Design bypass_ctrl, sky130hd; sources not shown.
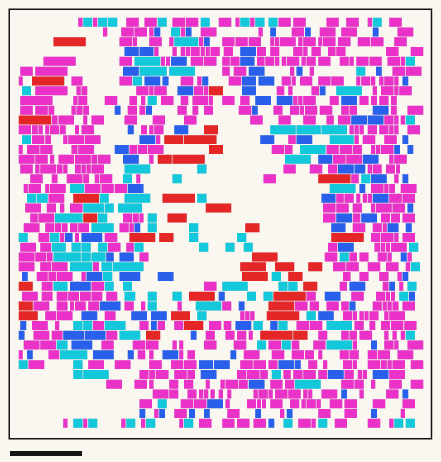
Fig. 1. Drive-strength map.
The bar under the picture is 20 µm long.
[magenta] x1 and smaller | cells: 573 | share: 68%
[cyan] x3 and x4 | cells: 118 | share: 14%
[blue] x2 | cells: 118 | share: 14%
[red] x6 and larger | cells: 39 | share: 4.6%
final worst setup slack: -0.0712 ns
Area growth, synth to finish: 123%
Non-clk bufs: 378

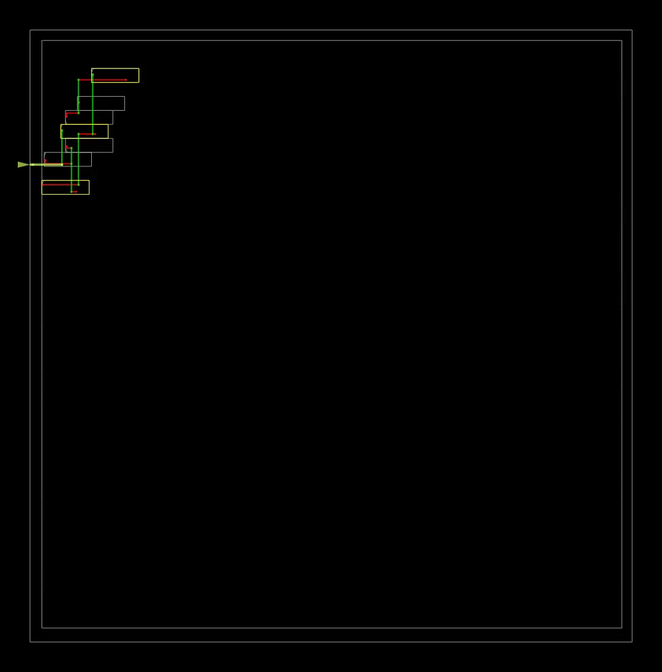
Fig. 2. Clock nets.
Setup Skew: 0.000296 ns
Skew-Pair Late Insertion Delay: 0.22 ns
clock-net power: 169 µW
TritonCTS Buffers: 3
Layout clock buffers: 3

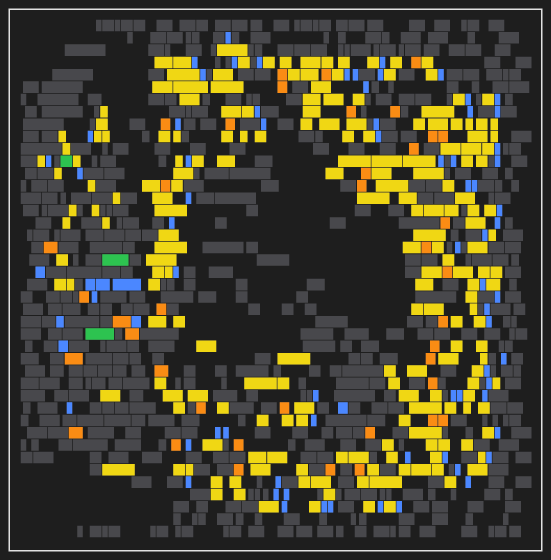
Fig. 3. Logic cells by family.
[yellow] aoi and oai cells | cells: 196 | most used: o31ai_1 | where: all over the die
[orange] and/or cells | cells: 39 | most used: and3_1 | where: all over the die
[green] non-inverting ao/oa cells | cells: 3
[blue] nand cells | cells: 77 | most used: nand2_1 | where: all over the die
most frequent logic cell in the layout: clkdlybuf4s50_1
fin cells: 1024
logic share of the area: 0.458

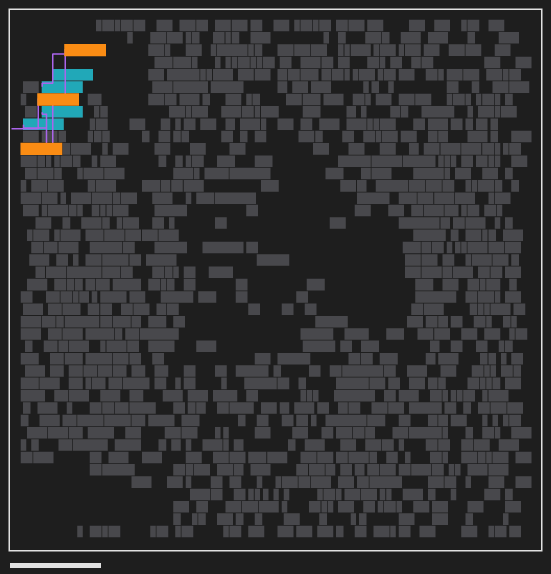
Fig. 4. Clock wires, drivers and flops.
The bar under the picture is 20 µm long.
[cyan] flip-flops | count: 4
[orange] clock-net drivers | count: 3
[purple] clock wires | length: 79.0 µm
flops lie: upper left
Clk pwr share: 0.145

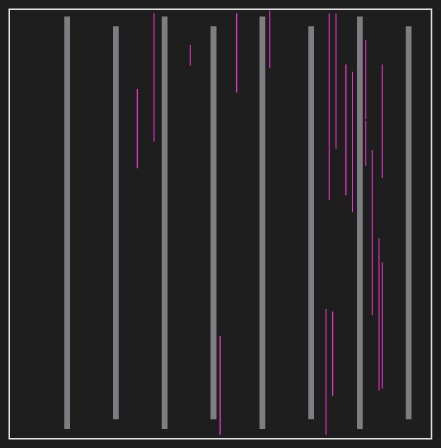
Fig. 5. Signal wires on met4.
Supply wires on this layer in grey.
share of all routed wire: 2.6%
longest straight run: 51.7 µm
Total Wirelength: 20500 µm
via count: 5287

==> qor.csv <==
metric;value;unit
setup_viol;29;
outcome;complete, but fails checks;
core;12900;µm²
ys_sh_adder;0.0367;
cts-root-buf;clkbuf_16;
cp_slowest_stage_delay;0.56;ns
detail_route.wl_per_cell;20.0;µm
post-route-min-period;3.71;ns
simple_gate_share;0.243;
syn-instance-count;514;
p_seq;93.3;µW
total_power;1170;µW
setup_ws;-0.0712;ns
die_area;13900;µm²
violations;setup timing;
lay_top_cells;clkdlybuf4s50_1, buf_4, nand2_1, nor2_1, dlymetal6s2s_1;
switching_share;0.396;
rsz0062_at_grt;true;
ir_drop;0.378;mV
grt_max_degree;11;
yosysTopAreaCellShare;0.110;
end_kind;primary output;
n_tap_cell;176;
xor_area_frac;0.0770;
nets;1058;
Power is estimated from default activity; no workload was simulated.
